--- config.mk ---
export PLATFORM = sky130hd
export DESIGN_NAME = instr_fetch_queue_flat
export DESIGN_NICKNAME = d
export VERILOG_FILES = /design/src/rtl/instr_fetch_queue_if.sv /design/src/rtl/instr_fetch_queue.sv /design/src/flat_wrapper.sv
export SDC_FILE = /design/constraint.sdc
export NUM_CORES = 1
export LEC_CHECK = 0
export CORE_UTILIZATION = 59
export DETAILED_ROUTE_END_ITERATION = 10
export PLACE_DENSITY = 0.92
export SLEW_MARGIN = 5
export SYNTH_ARGS = -nofsm -noshare
export SYNTH_HDL_FRONTEND = slang
export SYNTH_SLANG_ARGS = --single-unit
--- constraint.sdc ---
create_clock -name clk -period 6.6 [get_ports clk]
set_input_delay 1.32 -clock clk [delete_from_list [all_inputs] [get_ports clk]]
set_output_delay 1.32 -clock clk [all_outputs]
set_load 0.01 [all_outputs]
--- src/rtl/instr_fetch_queue_if.sv ---
`default_nettype none
// +--------------------------------------------------------------------+
// | instr_fetch_queue_if : fetch-to-decode instruction queue bus        |
// | Rev 1.0                                                             |
// +--------------------------------------------------------------------+
interface instr_fetch_queue_if #(
    parameter int DEPTH = 4
);
    logic                     flush;
    logic                     in_valid;
    logic                     in_ready;
    logic [31:0]              in_pc;
    logic [31:0]              in_instr;
    logic                     in_compressed;
    logic                     in_pred;
    logic                     out_valid;
    logic                     out_ready;
    logic [31:0]              out_pc;
    logic [31:0]              out_instr;
    logic                     out_compressed;
    logic                     out_pred;
    logic [$clog2(DEPTH):0]   count;

    // Queue side
    modport slave (
        input  flush, in_valid, in_pc, in_instr, in_compressed, in_pred, out_ready,
        output in_ready, out_valid, out_pc, out_instr, out_compressed, out_pred, count
    );

    // Fetch/decode side
    modport master (
        output flush, in_valid, in_pc, in_instr, in_compressed, in_pred, out_ready,
        input  in_ready, out_valid, out_pc, out_instr, out_compressed, out_pred, count
    );
endinterface
`default_nettype wire

--- src/rtl/instr_fetch_queue.sv ---
`default_nettype none
// +--------------------------------------------------------------------+
// | instr_fetch_queue : circular FIFO between fetch and decode stages   |
// | Rev 1.0                                                             |
// +--------------------------------------------------------------------+
module instr_fetch_queue #(
    parameter int DEPTH = 4
) (
    input  wire logic             clk,
    input  wire logic             reset_n,
    instr_fetch_queue_if.slave    bus
);
    localparam int AW = $clog2(DEPTH);
    localparam int CW = AW + 1;
    localparam logic [CW-1:0] C_DEPTH = CW'(DEPTH);

    logic [31:0]   pc_q    [DEPTH];
    logic [31:0]   instr_q [DEPTH];
    logic          comp_q  [DEPTH];
    logic          pred_q  [DEPTH];

    logic [AW-1:0] wr_ptr_q, wr_ptr_d;
    logic [AW-1:0] rd_ptr_q, rd_ptr_d;
    logic [CW-1:0] count_q,  count_d;

    logic          w_push;
    logic          w_pop;
    logic          w_out_valid;

    // in_ready depends only on registered occupancy
    assign bus.in_ready = (count_q < C_DEPTH);
    assign w_out_valid  = (count_q != '0);
    assign w_push       = bus.in_valid && bus.in_ready && !bus.flush;
    assign w_pop        = w_out_valid && bus.out_ready && !bus.flush;

    always_comb begin
        wr_ptr_d = wr_ptr_q;
        rd_ptr_d = rd_ptr_q;
        count_d  = count_q;
        if (bus.flush) begin
            wr_ptr_d = '0;
            rd_ptr_d = '0;
            count_d  = '0;
        end else begin
            // Power-of-two depth: natural pointer overflow is the modulo wrap
            if (w_push) wr_ptr_d = wr_ptr_q + AW'(1);
            if (w_pop)  rd_ptr_d = rd_ptr_q + AW'(1);
            case ({w_push, w_pop})
                2'b10:   count_d = count_q + CW'(1);
                2'b01:   count_d = count_q - CW'(1);
                default: count_d = count_q;
            endcase
        end
    end

    always_ff @(posedge clk or negedge reset_n) begin
        if (!reset_n) begin
            wr_ptr_q <= '0;
            rd_ptr_q <= '0;
            count_q  <= '0;
        end else begin
            wr_ptr_q <= wr_ptr_d;
            rd_ptr_q <= rd_ptr_d;
            count_q  <= count_d;
        end
    end

    // Payload storage needs no reset; outputs are gated by out_valid
    always_ff @(posedge clk) begin
        if (w_push) begin
            pc_q[wr_ptr_q]    <= bus.in_pc;
            instr_q[wr_ptr_q] <= bus.in_instr;
            comp_q[wr_ptr_q]  <= bus.in_compressed;
            pred_q[wr_ptr_q]  <= bus.in_pred;
        end
    end

    assign bus.out_valid      = w_out_valid;
    assign bus.count          = count_q;
    assign bus.out_pc         = w_out_valid ? pc_q[rd_ptr_q]    : 32'h0;
    assign bus.out_instr      = w_out_valid ? instr_q[rd_ptr_q] : 32'h0;
    assign bus.out_compressed = w_out_valid ? comp_q[rd_ptr_q]  : 1'b0;
    assign bus.out_pred       = w_out_valid ? pred_q[rd_ptr_q]  : 1'b0;

endmodule
`default_nettype wire

--- src/flat_wrapper.sv ---
// flat-port wrapper written by rule: the top's interface ports become plain ports
module instr_fetch_queue_flat 
#(
    parameter int DEPTH = 4
)
  (clk, reset_n, bus_flush, bus_in_valid, bus_in_pc, bus_in_instr, bus_in_compressed, bus_in_pred, bus_out_ready, bus_in_ready, bus_out_valid, bus_out_pc, bus_out_instr, bus_out_compressed, bus_out_pred, bus_count);
  instr_fetch_queue_if #(.DEPTH(DEPTH)) bus_i ();
  input  wire logic clk;
  input  wire logic reset_n;
  input wire logic [$bits(bus_i.flush)-1:0] bus_flush;
  input wire logic [$bits(bus_i.in_valid)-1:0] bus_in_valid;
  input wire logic [$bits(bus_i.in_pc)-1:0] bus_in_pc;
  input wire logic [$bits(bus_i.in_instr)-1:0] bus_in_instr;
  input wire logic [$bits(bus_i.in_compressed)-1:0] bus_in_compressed;
  input wire logic [$bits(bus_i.in_pred)-1:0] bus_in_pred;
  input wire logic [$bits(bus_i.out_ready)-1:0] bus_out_ready;
  output wire logic [$bits(bus_i.in_ready)-1:0] bus_in_ready;
  output wire logic [$bits(bus_i.out_valid)-1:0] bus_out_valid;
  output wire logic [$bits(bus_i.out_pc)-1:0] bus_out_pc;
  output wire logic [$bits(bus_i.out_instr)-1:0] bus_out_instr;
  output wire logic [$bits(bus_i.out_compressed)-1:0] bus_out_compressed;
  output wire logic [$bits(bus_i.out_pred)-1:0] bus_out_pred;
  output wire logic [$bits(bus_i.count)-1:0] bus_count;
  assign bus_i.flush = bus_flush;
  assign bus_i.in_valid = bus_in_valid;
  assign bus_i.in_pc = bus_in_pc;
  assign bus_i.in_instr = bus_in_instr;
  assign bus_i.in_compressed = bus_in_compressed;
  assign bus_i.in_pred = bus_in_pred;
  assign bus_i.out_ready = bus_out_ready;
  assign bus_in_ready = bus_i.in_ready;
  assign bus_out_valid = bus_i.out_valid;
  assign bus_out_pc = bus_i.out_pc;
  assign bus_out_instr = bus_i.out_instr;
  assign bus_out_compressed = bus_i.out_compressed;
  assign bus_out_pred = bus_i.out_pred;
  assign bus_count = bus_i.count;
  instr_fetch_queue #(.DEPTH(DEPTH)) u_core (.clk(clk), .reset_n(reset_n), .bus(bus_i));
endmodule
**Run 1: placement by cell class**

Scale bar: 50 um.
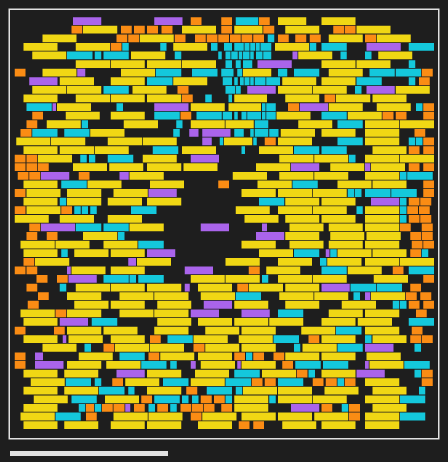
flops: in yellow, cells 271. clock drivers and dummy loads: in purple, cells 50. other buffers and delay cells: in orange, cells 142. combinational and other logic: in cyan, cells 180.

**Run 1: metal layers overlaid**

Scale bar: 50 um. Two of the layers only.
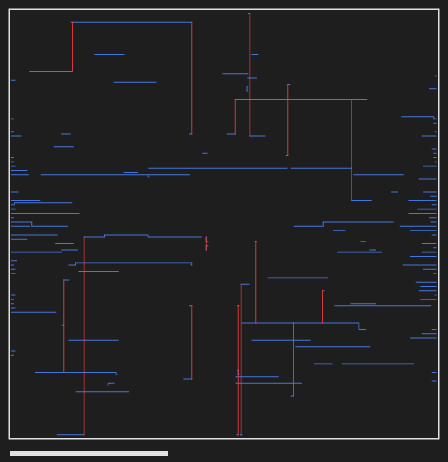
metal 4: in red, wire length 422 um. metal 3: in blue, wire length 1040 um.

**Run 1: routing congestion map**

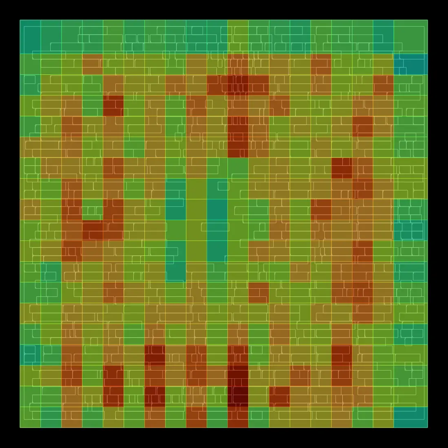
GRT met2 Usage: 39.4%
aggregate global-route resource usage: 22.3%

**Run 1: logic cells by family**

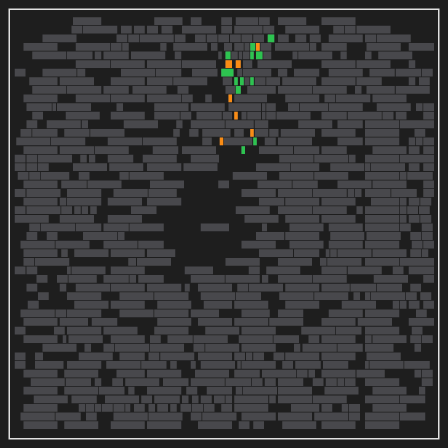
NAND gates: in green, cells 12, most used nand2_1, where top middle. NOR gates: in orange, cells 7, most used nor2_1, where top middle.
number of non-filler instances in the completed layout: 868
highest-count logic cell in the final layout: edfxtp_1

==> impl_metrics.csv, run 1 <==
group,metric,value,unit
outcome,run_status,"completed",
pwr,leakage,4.13,nW
worst_setup_path,worst_r2r_path_depth,6,
synth,yosys_area,10500,sq um
route,dr_wl_met3,1040,um
floorplanning,die-height,135,um
final_timing,period_needed,4690,ps
finish,final_core_utilization,74.6,%
route,met2RoutedLength,10400,um
finish,area.growth.synth_to_final,23.2,%
clocking,post_cts.resized_instances,0,
finish,area.share.combinational,17.1,%
placement,hpwlAfterDp,10600,um
route,drt_first_iter_violations,337,
finish,largestRegisters,"u_core.instr_q: 128 flops, u_core.pc_q: 128 flops",
worst_setup_path,startpoint_type,"register",
worst_setup_path,rr_endpoint,"u_core.bus.count[2]",
clocking,ctsHoldBuffers,0,
route,metal1_wirelength,7760,um
final_timing,worstMarginPinSlew,1130,ps
global_route,globalRoute.totalOverflow,0,
worst_setup_path,worst-setup-path-type,"register to output port",
route,top_layer,"met4",
synth,post_synth.cell_area_avg,22.1,sq um
synth,synthAoiAreaFrac,0.393,%
final_timing,postLayoutSetupSlackWorst,1910,ps
run,maxCapViolCount,0,
placement,preCtsSetupSlack,2370,ps
final_timing,finalSetupViolCount,0,
hold_path,hold_path_startpoint,"u_core.wr_ptr_q[1]",
route,drt_pass1_iterations,4,
hold_path,timing.hold.worst_path_depth,2,
finish,lay_top_cells,"edfxtp_1, clkdlybuf4s50_1, mux4_2, and2_1, clkbuf_16",
clocking,root_buffer,"clkbuf_16",
synth,synth.ff_latch_count,271,
worst_setup_path,critical_path.endpoint,"bus_out_pc[27]",
hold_path,terminating_pin_of_the_worst_hold_path,"u_core.wr_ptr_q[1]",
worst_setup_path,r2r-start,"u_core.bus.count[0]",
pwr,clock_power_share,38.3,%
synth,yosys-mux-area-fraction,14.3,%
final_timing,final.setup.tns,0,ps
finish,final_design_area_no_fill,12900,sq um
finish,multi_input_comb_cells,176,
floorplanning,io_pins,142,
finish,num-clock-buffers,27,
placement,port_buffers,141,
pwr,p_sw_share,21.7,%
clocking,cts_max_path_buffers,3,
synth,postSynthSeqShare,77.1,%
global_route,most_congested_layer_reported_by_global_routing,"met2",
pwr,worst_ir_drop_vdd,251,uV
worst_setup_path,startpoint,"u_core.rd_ptr_q[0]",
route,drcViolationCount,0,
clocking,post_cts_buffers,0,
clocking,tritoncts_num_sinks,271,
synth,fp_nets,552,
worst_setup_path,worstSetupEndpointType,"output port",
route,detail-route-antenna-nets,0,
worst_setup_path,crit_path_max_fanout,56,
pwr,combinational_power_share,11.5,%
floorplanning,placementRows,48,
synth,synth-warning-count,0,
floorplanning,chipWidth,135,um
pwr,power.density,308,nW/um^2
final_timing,final_hold_violation_count,0,
final_timing,timing.clock.skew,7.99,ps
finish,n_antenna_cell,0,
==> run 1: cell usage after synthesis <==
library cell  count  area share, %
fa_1              1           0.19
or4_1             1          0.071
and2_1           70            4.2
xor2_1            3           0.25
nor2b_1           1          0.060
inv_1             4           0.14
a21oi_1           1          0.048
clkbuf_1          7           0.25
mux4_2           66             14
nand2_1           6           0.21
buf_2             7           0.33
mux2i_1           2           0.19
edfxtp_1        264             75
or3_1             1          0.060
nor3_1            1          0.048
a221oi_1          1          0.083
buf_1             3           0.11
nand2b_1          2           0.12
ha_1              4           0.48
o21ai_0           3           0.14
xnor2_1           2           0.17
a31oi_1           2           0.12
nand2_4           1           0.11
nor2_1            5           0.18
dfrtp_1           7            1.7
buf_12            3           0.57
buf_4             2           0.14
buf_6             3           0.32
nand3_1           3           0.14
## Run 2: what changed since run 1
--- a/config.mk
+++ b/config.mk
@@ -5,9 +5,9 @@
 export SDC_FILE = /design/constraint.sdc
 export NUM_CORES = 1
 export LEC_CHECK = 0
-export CORE_UTILIZATION = 59
+export CORE_UTILIZATION = 49
 export DETAILED_ROUTE_END_ITERATION = 10
-export PLACE_DENSITY = 0.92
+export PLACE_DENSITY = 0.82
 export SLEW_MARGIN = 5
 export SYNTH_ARGS = -nofsm -noshare
 export SYNTH_HDL_FRONTEND = slang
==> constraint.sdc (replaced) <==
create_clock -name clk -period 3.8 [get_ports clk]
set_input_delay 0.76 -clock clk [delete_from_list [all_inputs] [get_ports clk]]
set_output_delay 0.76 -clock clk [all_outputs]
set_load 0.01 [all_outputs]
**Run 2: routing congestion map**

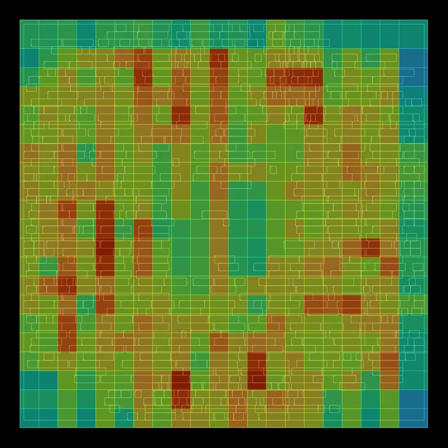
GRT met2 Usage: 31.3%
most congested layer reported by global routing: met2
utilization after layout: 62.4%
met3 Track Usage GR: 3.65%

==> impl_metrics.csv, run 2 <==
group,metric,value,unit
route,met2RoutedLength,9980,um
synth,yosys_area,10500,sq um
clocking,post_cts.resized_instances,0,
route,top_layer,"met4",
synth,synth-edff-count,264,
synth,postSynthSeqShare,77.1,%
synth,topCellsByArea,"edfxtp_1, mux4_2, and2_1, dfrtp_1, buf_12",
placement,hpwlAfterDp,11500,um
worst_setup_path,rr_endpoint,"u_core.bus.count[2]",
final_timing,worstMarginPinSlew,661,ps
synth,ys_dominant_reg_cell,"edfxtp_1",
final_timing,finalSetupViolCount,0,
pwr,worst_ir_drop_vdd,406,uV
worst_setup_path,critical_path.endpoint,"bus_out_pc[28]",
floorplanning,placementRows,53,
worst_setup_path,startpoint,"u_core.rd_ptr_q[0]",
worst_setup_path,startpoint_type,"register",
final_timing,timing.clock.skew,9.30,ps
final_timing,postLayoutSetupSlackWorst,345,ps
floorplanning,io_pins,142,
finish,layout.cells.most_common,"edfxtp_1",
clocking,cts_max_path_buffers,3,
synth,synth-warning-count,0,
route,drt_first_iter_violations,241,
worst_setup_path,worst-setup-path-type,"register to output port",
synth,post_synth.cell_area_avg,22.1,sq um
finish,final_cell_count_no_fill,926,
outcome,run_status,"completed",
finish,largestRegisters,"u_core.instr_q: 128 flops, u_core.pc_q: 128 flops",
route,detail_route.wl_per_cell,20.6,um
placement,port_buffers,141,
placement,preCtsSetupSlack,665,ps
pwr,leakage,4.17,nW
synth,ys_top_cells_by_count,"edfxtp_1, and2_1, mux4_2",
pwr,power.density,517,nW/um^2
route,drt_pass1_iterations,4,
hold_path,timing.hold.worst.class,"input port to asynchronous set/reset pin",
clocking,ctsHoldBuffers,0,
synth,async_flop_share,2.58,%
worst_setup_path,r2r-start,"u_core.bus.count[2]",
worst_setup_path,worst_r2r_path_depth,6,
route,detail-route-antenna-nets,0,
final_timing,period_needed,3460,ps
floorplanning,chipWidth,148,um
floorplanning,die-height,148,um
global_route,track_usage,17.9,%
finish,lay_top_cells,"edfxtp_1, clkdlybuf4s50_1, mux4_2, and2_1, clkbuf_16",
global_route,globalRoute.totalOverflow,0,
synth,yosysTopAreaCellShare,75.5,%
finish,n_antenna_cell,0,
route,dr_wl_met3,1110,um
placement,place_congestion,0.811,
synth,yosys.area.top_type,"edfxtp_1",
route,metal1_wirelength,7780,um
clocking,root_buffer,"clkbuf_16",
global_route,grt_first_pass_wirelength,29700,um
finish,final_design_area_no_fill,13100,sq um
route,vias,5024,
synth,fp_nets,552,
worst_setup_path,crit_path_max_fanout,20,
worst_setup_path,worstSetupEndpointType,"output port",
clocking,post_cts_buffers,0,
final_timing,final_hold_violation_count,0,
final_timing,final.setup.tns,0,ps
synth,post-synth-top-count-cell,"edfxtp_1",
finish,area.growth.synth_to_final,24.9,%
clocking,tritoncts_num_sinks,271,
run,maxCapViolCount,0,
synth,synth.ff_latch_count,271,
synth,cell_count_listed_in_synth_stat_txt,476,
-- run 2: cell counts after synthesis --
Identical to the previous run, type by type.
-- run 2: kinds of logic after synthesis --
logic type | Yosys count | synth area share (%)
DFF | 271 | 77.1
and+or+nand+nor | 91 | 5.17
muxes | 68 | 14.3
buffers and inverters | 29 | 1.87
AOI/OAI and AO/OA | 7 | 0.393
xor gates and xnor gates | 5 | 0.417
adders and majority gates | 5 | 0.667
-- run 2: cell type report --
type                    instances  area [sq um]
repair buffers                151          1590
inverters                       4          15.0
well taps                     275           344
clock inverters                20           164
flip-flops and latches        271          8110
fillers                      1430          7900
clock buffers                  29           683
multi-input cells             176          2220
-- run 2: power breakdown --
group,total [W],internal (W),switching (W)
Combinational,0.000857,0.000491,0.000365
Clock,0.00250,0.00144,0.00105
Sequential,0.00343,0.00338,0.0000499
No activity file was given, so power comes from the tool's default toggle rates.
